### config.mk
export PLATFORM = sky130hd
export DESIGN_NAME = sync_debounce
export DESIGN_NICKNAME = d
export VERILOG_FILES = /design/src/rtl/sync_debounce.sv
export SDC_FILE = /design/constraint.sdc
export NUM_CORES = 1
export LEC_CHECK = 0
export ABC_AREA = 0
export CAP_MARGIN = 25
export CORE_MARGIN = 2
export CORE_UTILIZATION = 63
export DETAILED_ROUTE_END_ITERATION = 16
export DONT_BUFFER_PORTS = 1
export GPL_TIMING_DRIVEN = 0
export PLACE_DENSITY = 0.79
export SETUP_SLACK_MARGIN = 0.15
export SYNTH_ARGS = -nofsm -noshare
export SYNTH_HDL_FRONTEND = slang
export SYNTH_SLANG_ARGS = --single-unit
### constraint.sdc
create_clock -name clk -period 2.55 [get_ports clk]
set_input_delay 0.6375 -clock clk [delete_from_list [all_inputs] [get_ports clk]]
set_output_delay 0.6375 -clock clk [all_outputs]
set_load 0.005 [all_outputs]
### src/rtl/sync_debounce.sv
// rtl/sync_debounce.sv - single-bit debounce with rise/fall/long-hold pulses and glitch counter
// A new din level must persist for STABLE ce-ticks before dout follows; aborted checks are counted.
module sync_debounce #(
   parameter int STABLE   = 4,
   parameter int HOLD     = 10,
   parameter int CNT_W    = 16,
   parameter int GLITCH_W = 8,
   parameter int INIT     = 0
) (
   input  logic                clk,
   input  logic                rst,
   input  logic                din,
   input  logic                ce,
   input  logic                glitch_clr,
   output logic                dout,
   output logic                rise,
   output logic                fall,
   output logic                hold,
   output logic [GLITCH_W-1:0] glitch_cnt
);

   typedef enum logic [1:0] {
      S_LOW      = 2'd0,
      S_CHK_HIGH = 2'd1,
      S_HIGH     = 2'd2,
      S_CHK_LOW  = 2'd3
   } state_t;

   localparam logic [CNT_W-1:0]    STABLE_M1 = CNT_W'(STABLE - 1);
   localparam logic [CNT_W-1:0]    HOLD_M1   = (HOLD > 0) ? CNT_W'(HOLD - 1) : '0;
   localparam logic                HOLD_EN   = (HOLD > 0);
   localparam logic                INIT_LVL  = (INIT != 0);
   localparam state_t              INIT_ST   = (INIT != 0) ? S_HIGH : S_LOW;
   localparam logic [GLITCH_W-1:0] GLITCH_MAX = '1;

   state_t              state_q, state_d;
   logic [CNT_W-1:0]    scnt_q, scnt_d;
   logic [CNT_W-1:0]    hcnt_q, hcnt_d;
   logic                hflag_q, hflag_d;
   logic                dout_q, dout_d;
   logic                rise_q, rise_d;
   logic                fall_q, fall_d;
   logic                hold_q, hold_d;
   logic [GLITCH_W-1:0] gcnt_q, gcnt_d;
   logic                glitch_ev;
   logic                stable_done;

   assign stable_done = ce && (scnt_q == STABLE_M1);

   always_ff @(posedge clk or posedge rst) begin
      if (rst) begin
         state_q <= INIT_ST;
         scnt_q  <= '0;
         hcnt_q  <= '0;
         hflag_q <= 1'b0;
         dout_q  <= INIT_LVL;
         rise_q  <= 1'b0;
         fall_q  <= 1'b0;
         hold_q  <= 1'b0;
         gcnt_q  <= '0;
      end else begin
         state_q <= state_d;
         scnt_q  <= scnt_d;
         hcnt_q  <= hcnt_d;
         hflag_q <= hflag_d;
         dout_q  <= dout_d;
         rise_q  <= rise_d;
         fall_q  <= fall_d;
         hold_q  <= hold_d;
         gcnt_q  <= gcnt_d;
      end
   end

   always_comb begin
      state_d = state_q;
      scnt_d  = scnt_q;
      case (state_q)
         S_LOW: begin
            if (din) begin
               state_d = S_CHK_HIGH;
               scnt_d  = '0;
            end
         end
         S_CHK_HIGH: begin
            if (!din) begin
               state_d = S_LOW;
            end else if (stable_done) begin
               state_d = S_HIGH;
            end else if (ce) begin
               scnt_d = scnt_q + 1'b1;
            end
         end
         S_HIGH: begin
            if (!din) begin
               state_d = S_CHK_LOW;
               scnt_d  = '0;
            end
         end
         S_CHK_LOW: begin
            if (din) begin
               state_d = S_HIGH;
            end else if (stable_done) begin
               state_d = S_LOW;
            end else if (ce) begin
               scnt_d = scnt_q + 1'b1;
            end
         end
         default: begin
            state_d = INIT_ST;
            scnt_d  = '0;
         end
      endcase
   end

   always_comb begin
      dout_d    = dout_q;
      rise_d    = 1'b0;
      fall_d    = 1'b0;
      glitch_ev = 1'b0;
      case (state_q)
         S_CHK_HIGH: begin
            if (!din) begin
               glitch_ev = 1'b1;
            end else if (stable_done) begin
               dout_d = 1'b1;
               rise_d = 1'b1;
            end
         end
         S_CHK_LOW: begin
            if (din) begin
               glitch_ev = 1'b1;
            end else if (stable_done) begin
               dout_d = 1'b0;
               fall_d = 1'b1;
            end
         end
         default: begin
            dout_d = dout_q;
         end
      endcase

      gcnt_d = gcnt_q;
      if (glitch_clr) begin
         gcnt_d = '0;
      end else if (glitch_ev && (gcnt_q != GLITCH_MAX)) begin
         gcnt_d = gcnt_q + 1'b1;
      end

      // Clearing on the falling edge itself keeps hold and fall mutually exclusive.
      hcnt_d  = hcnt_q;
      hflag_d = hflag_q;
      hold_d  = 1'b0;
      if (!dout_d) begin
         hcnt_d  = '0;
         hflag_d = 1'b0;
      end else if (HOLD_EN && dout_q && ce && !hflag_q) begin
         if (hcnt_q == HOLD_M1) begin
            hold_d  = 1'b1;
            hflag_d = 1'b1;
         end else begin
            hcnt_d = hcnt_q + 1'b1;
         end
      end
   end

   assign dout       = dout_q;
   assign rise       = rise_q;
   assign fall       = fall_q;
   assign hold       = hold_q;
   assign glitch_cnt = gcnt_q;

endmodule
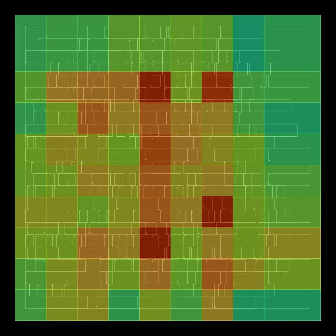
(run_1/congestion.png)
final core utilization: 69.31%
busiest grt layer: met2

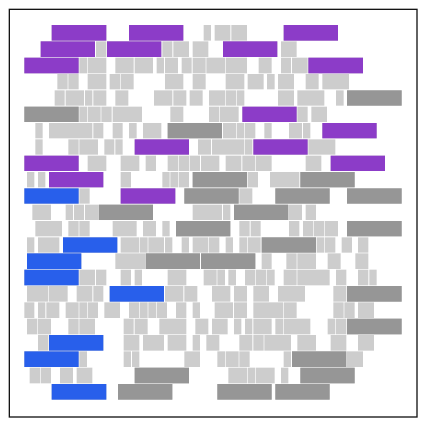
(run_1/flops_by_reg.png)
Drawn at 6 px/micron. Other sequential cells in the stronger grey, the rest of the logic in the fainter grey.
Blue marks `glitch_cnt`, flops 8. Purple marks `hcnt_q`, flops 16.
flop share of the area: 43.04%
Seq power: 0.842 mW

==> impl_metrics.tcl, run 1 <==
# place-and-route summary
set metrics [dict create \
    status "finished clean" \
    top_area_share_pct 45.99 \
    comb_area_sq_um 1277 \
    cts_buffers 5 \
    mux_area_share_pct 0.8317 \
    crit_chain "ha_1, nor4b_2, nand4_2, or4_1, buf_2, a211oi_2" \
    layout.filler_cells 312 \
    syn_to_final_growth_pct 6.849 \
    period_needed_ns 2.229 \
    async_flop_share_pct 100.0 \
    cp.depth 6 \
    drt_pass1_iterations 4 \
    ys_sh_xor_pct 4.795 \
    syn_inst 270 \
    p_clk_share_pct 28.1 \
    clock_sinks 47 \
    ys_sh_adder_pct 1.957 \
    gr-total-overflow 0 \
    gp_congestion 0.8708 \
    syn_area_sq_um 2557 \
    path_max_fanout 10 \
    ioPinCount 17 \
    logic_family "simple AND/OR/NAND/NOR gates" \
    placedInstanceArea_sq_um 2640 \
    worstMarginPinSlew_ns 0.4570 \
    n_all_buffers 17 \
    ff_type "dfrtp_1" \
    gr-usage-all-layers_pct 26.10 \
    ys_types 47 \
    worst_path_largest_cell_delay_ns 0.47 \
    setup_slack_ns 0.3209 \
    finalCritPeriodShare_pct 87.42 \
    crit_family "simple AND/OR/NAND/NOR gates" \
    avgRoutedWirePerCell_microns 15.65 \
    pwr-share-comb_pct 18.3 \
    num_rows 23 \
    n_antenna_cell 0 \
    synthAoiAreaFrac_pct 15.66 \
    syn_area_per_cell_sq_um 9.472 \
    drtIter0Drc 175 \
    cp-end-kind "flip-flop" \
    sh_comb_area_pct 46.75 \
    routed.top_layer "met4" \
]
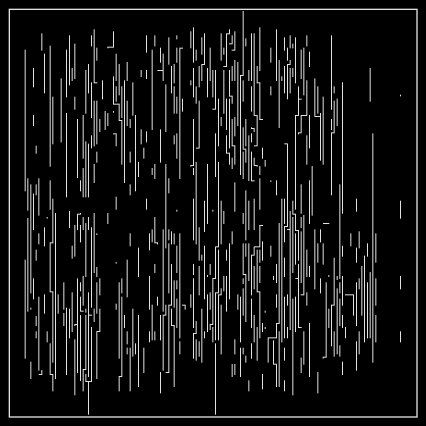
(run_1/layer_met2.png)
Drawn at 6 px/micron.
The layer holds 46% of the routed length. The wires run mostly vertical. The layer carries 2370 microns of wire. 239 nets have wire on it.
met2 Usage GRT: 39.83%
total number of vias: 2104
Routed WL: 5165 microns

==> run_1/detail.png <==
Region (21, 21) to (46, 46) microns. Cells in grey, sequential cells in the stronger grey; small squares are vias.
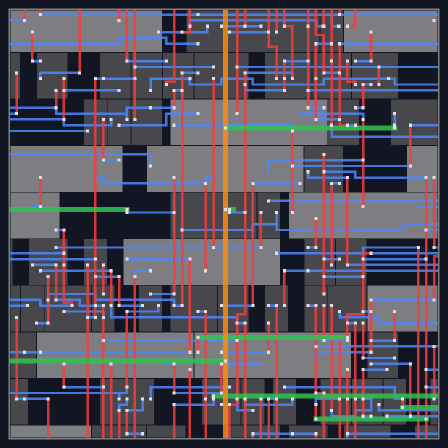

==> run 1 -> run 2 <==
- CORE_UTILIZATION: 63 -> 65
- PLACE_DENSITY: 0.79 -> 0.81
- clock period: 2.55 -> 2.78 ns (I/O delays scaled with it)
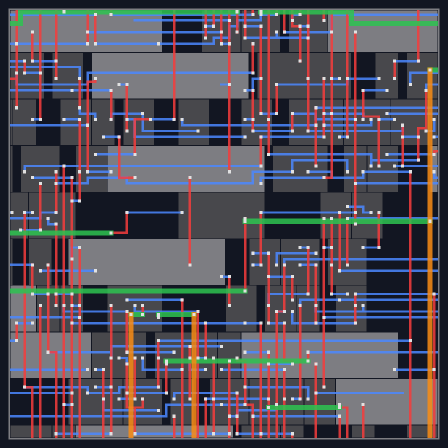
(run_2/detail.png)
Region (21, 21) to (46, 46) microns. Cells in grey, sequential cells in the stronger grey; small squares are vias.
Red marks metal 2. Blue marks metal 1. Orange marks metal 4. Green marks metal 3.
55 logic cells have their middle in the window. Sequential cells in the window: 8. Most frequent: dfrtp_1 (8). Netlist names of flops here include `scnt_q` (3).

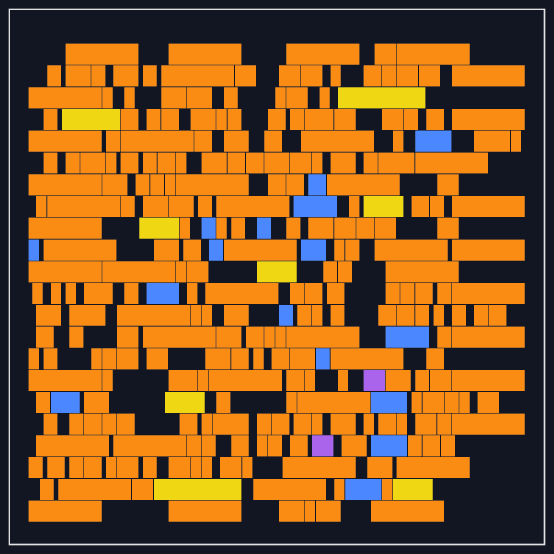
(run_2/sizes.png)
Drawn at 8 px/micron.
Yellow marks _6 and larger, cells 8, most used clkbuf_8. Purple marks _3 and _4 cells, cells 2. Blue marks _2 cells, cells 16, most used buf_2. Orange marks _0 and _1 cells, cells 253, most used dfrtp_1.
setup ws final: 0.5070 ns
Non-clk bufs: 16

==> run 2 against run 1 <==
Against the previous run: synthesized cell count stayed put; worst hold slack better by 0.12 ns; clock-buffer cell count is 1 lower; combinational power shrank 8.3%; cell area grew 1.5%; global-route usage grew 0.60 points; total power rose by 3.7%; die area shrank 2.9%; register-to-register slack gained 0.19 ns; largest cell class unchanged; clock skew shrank 0.0010 ns; critical path depth stayed put.
==> impl_metrics.tcl, run 2 <==
# place-and-route summary
set metrics [dict create \
    status "finished clean" \
    p_clk_share_pct 36.5 \
    path_max_fanout 10 \
    drt_pass1_iterations 5 \
    gr-total-overflow 0 \
    syn_area_per_cell_sq_um 9.472 \
    busiest_layer "met2" \
    gr-usage-all-layers_pct 26.70 \
    routed.top_layer "met4" \
    finalCritPeriodShare_pct 81.76 \
    worst_path_largest_cell_delay_ns 0.47 \
    n_antenna_cell 0 \
    ioPinCount 17 \
    syn_area_sq_um 2557 \
    clock_sinks 47 \
    placedInstanceArea_sq_um 2638 \
    top_area_share_pct 45.99 \
    pwr-share-comb_pct 16.2 \
    crit_chain "ha_1, nor4b_2, nand4_2, or4_1, buf_2, a211oi_2" \
    clock.fmax_mhz 440.0 \
    num_vias 2137 \
    num-multi-input-gates 198 \
    cts_buffers 5 \
    comb_area_sq_um 1277 \
    crit_family "simple AND/OR/NAND/NOR gates" \
    ys_sh_xor_pct 4.795 \
    drtIter0Drc 166 \
    powerSeq_mw 0.771 \
    ys_types 47 \
    sh_comb_area_pct 46.05 \
    grtUsageMet2_pct 40.75 \
    logic_family "simple AND/OR/NAND/NOR gates" \
    switching_power_mw 0.4600 \
    gp_congestion 0.8513 \
    leakagePower_nw 1.060 \
    finalWirelength_microns 5275 \
    utilization_pct 74.65 \
    async_flop_share_pct 100.0 \
    ys_sh_adder_pct 1.957 \
    num_rows 22 \
    period_needed_ns 2.273 \
    ff_type "dfrtp_1" \
    avgRoutedWirePerCell_microns 16.13 \
    layout.filler_cells 295 \
    syn_to_final_growth_pct 8.464 \
]
==> run_2/congestion.png <==
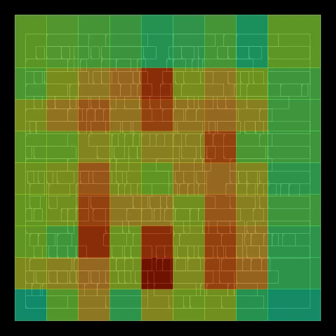

==> run 2 -> run 3 <==
- CORE_UTILIZATION: 65 -> 63
- PLACE_DENSITY: 0.81 -> 0.79
- clock period: 2.78 -> 2.1 ns (I/O delays scaled with it)
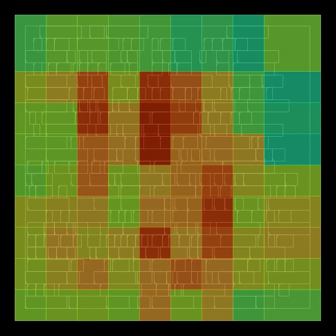
(run_3/congestion.png)
final core utilization: 75.21%
gr usage total: 28.37%
met3 GRT Util: 6.333%

==> run 3 against run 2 <==
Against the previous run: cell count increased by 3.7%; clock skew is 0.0026 ns lower; combinational power increased by 83%; utilization up 0.57 points; flip-flop count unchanged; total power is 35% higher; clock-buffer cell count increased by 1; routed wire length grew 9.3%; register-to-register slack got worse by 0.35 ns; critical path type unchanged; critical endpoint unchanged; highest routed layer unchanged.
==> impl_metrics.tcl, run 3 <==
# place-and-route summary
set metrics [dict create \
    avgRoutedWirePerCell_microns 17.01 \
    switching_power_mw 0.6547 \
    ioPinCount 17 \
    ys_sh_xor_pct 4.795 \
    gr-total-overflow 0 \
    clock.fmax_mhz 515.9 \
    syn_area_per_cell_sq_um 9.472 \
    drtIter0Drc 202 \
    ys_types 47 \
    cp.depth 6 \
    syn_inst 270 \
    grtUsageMet2_pct 42.89 \
    setup_slack_ns 0.1617 \
    placedInstanceArea_sq_um 2649 \
    busiest_layer "met2" \
    num_vias 2190 \
    ys_sh_adder_pct 1.957 \
    num_rows 23 \
    async_flop_share_pct 100.0 \
    gp_congestion 0.8751 \
    finalWirelength_microns 5765 \
    top_area_share_pct 45.99 \
    worst_path_largest_cell_delay_ns 0.46 \
    mux_area_share_pct 0.8317 \
    pwr-share-comb_pct 21.8 \
    status "finished clean" \
    sh_seq_area_pct 39.83 \
    syn_area_sq_um 2557 \
    layout.filler_cells 269 \
    n_antenna_cell 0 \
    sh_comb_area_pct 46.58 \
    drt_pass1_iterations 4 \
    finalCritPeriodShare_pct 92.30 \
    path_max_fanout 10 \
    period_needed_ns 1.938 \
    crit_family "simple AND/OR/NAND/NOR gates" \
    cp-end-kind "flip-flop" \
]
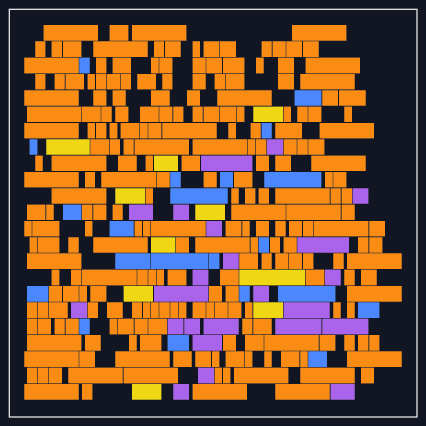
(run_3/sizes.png)
Drawn at 6 px/micron.
Blue marks _2 cells, cells 21, most used clkbuf_2. Yellow marks _6 and larger, cells 10, most used clkbuf_8. Orange marks _0 and _1 cells, cells 235, most used dfrtp_1. Purple marks _3 and _4 cells, cells 23, most used buf_4.
Syn-to-layout area delta: 15.95%
post-route cell area: 2965 sq um
Non-clk bufs: 26

Power and IR drop assume default switching activity.
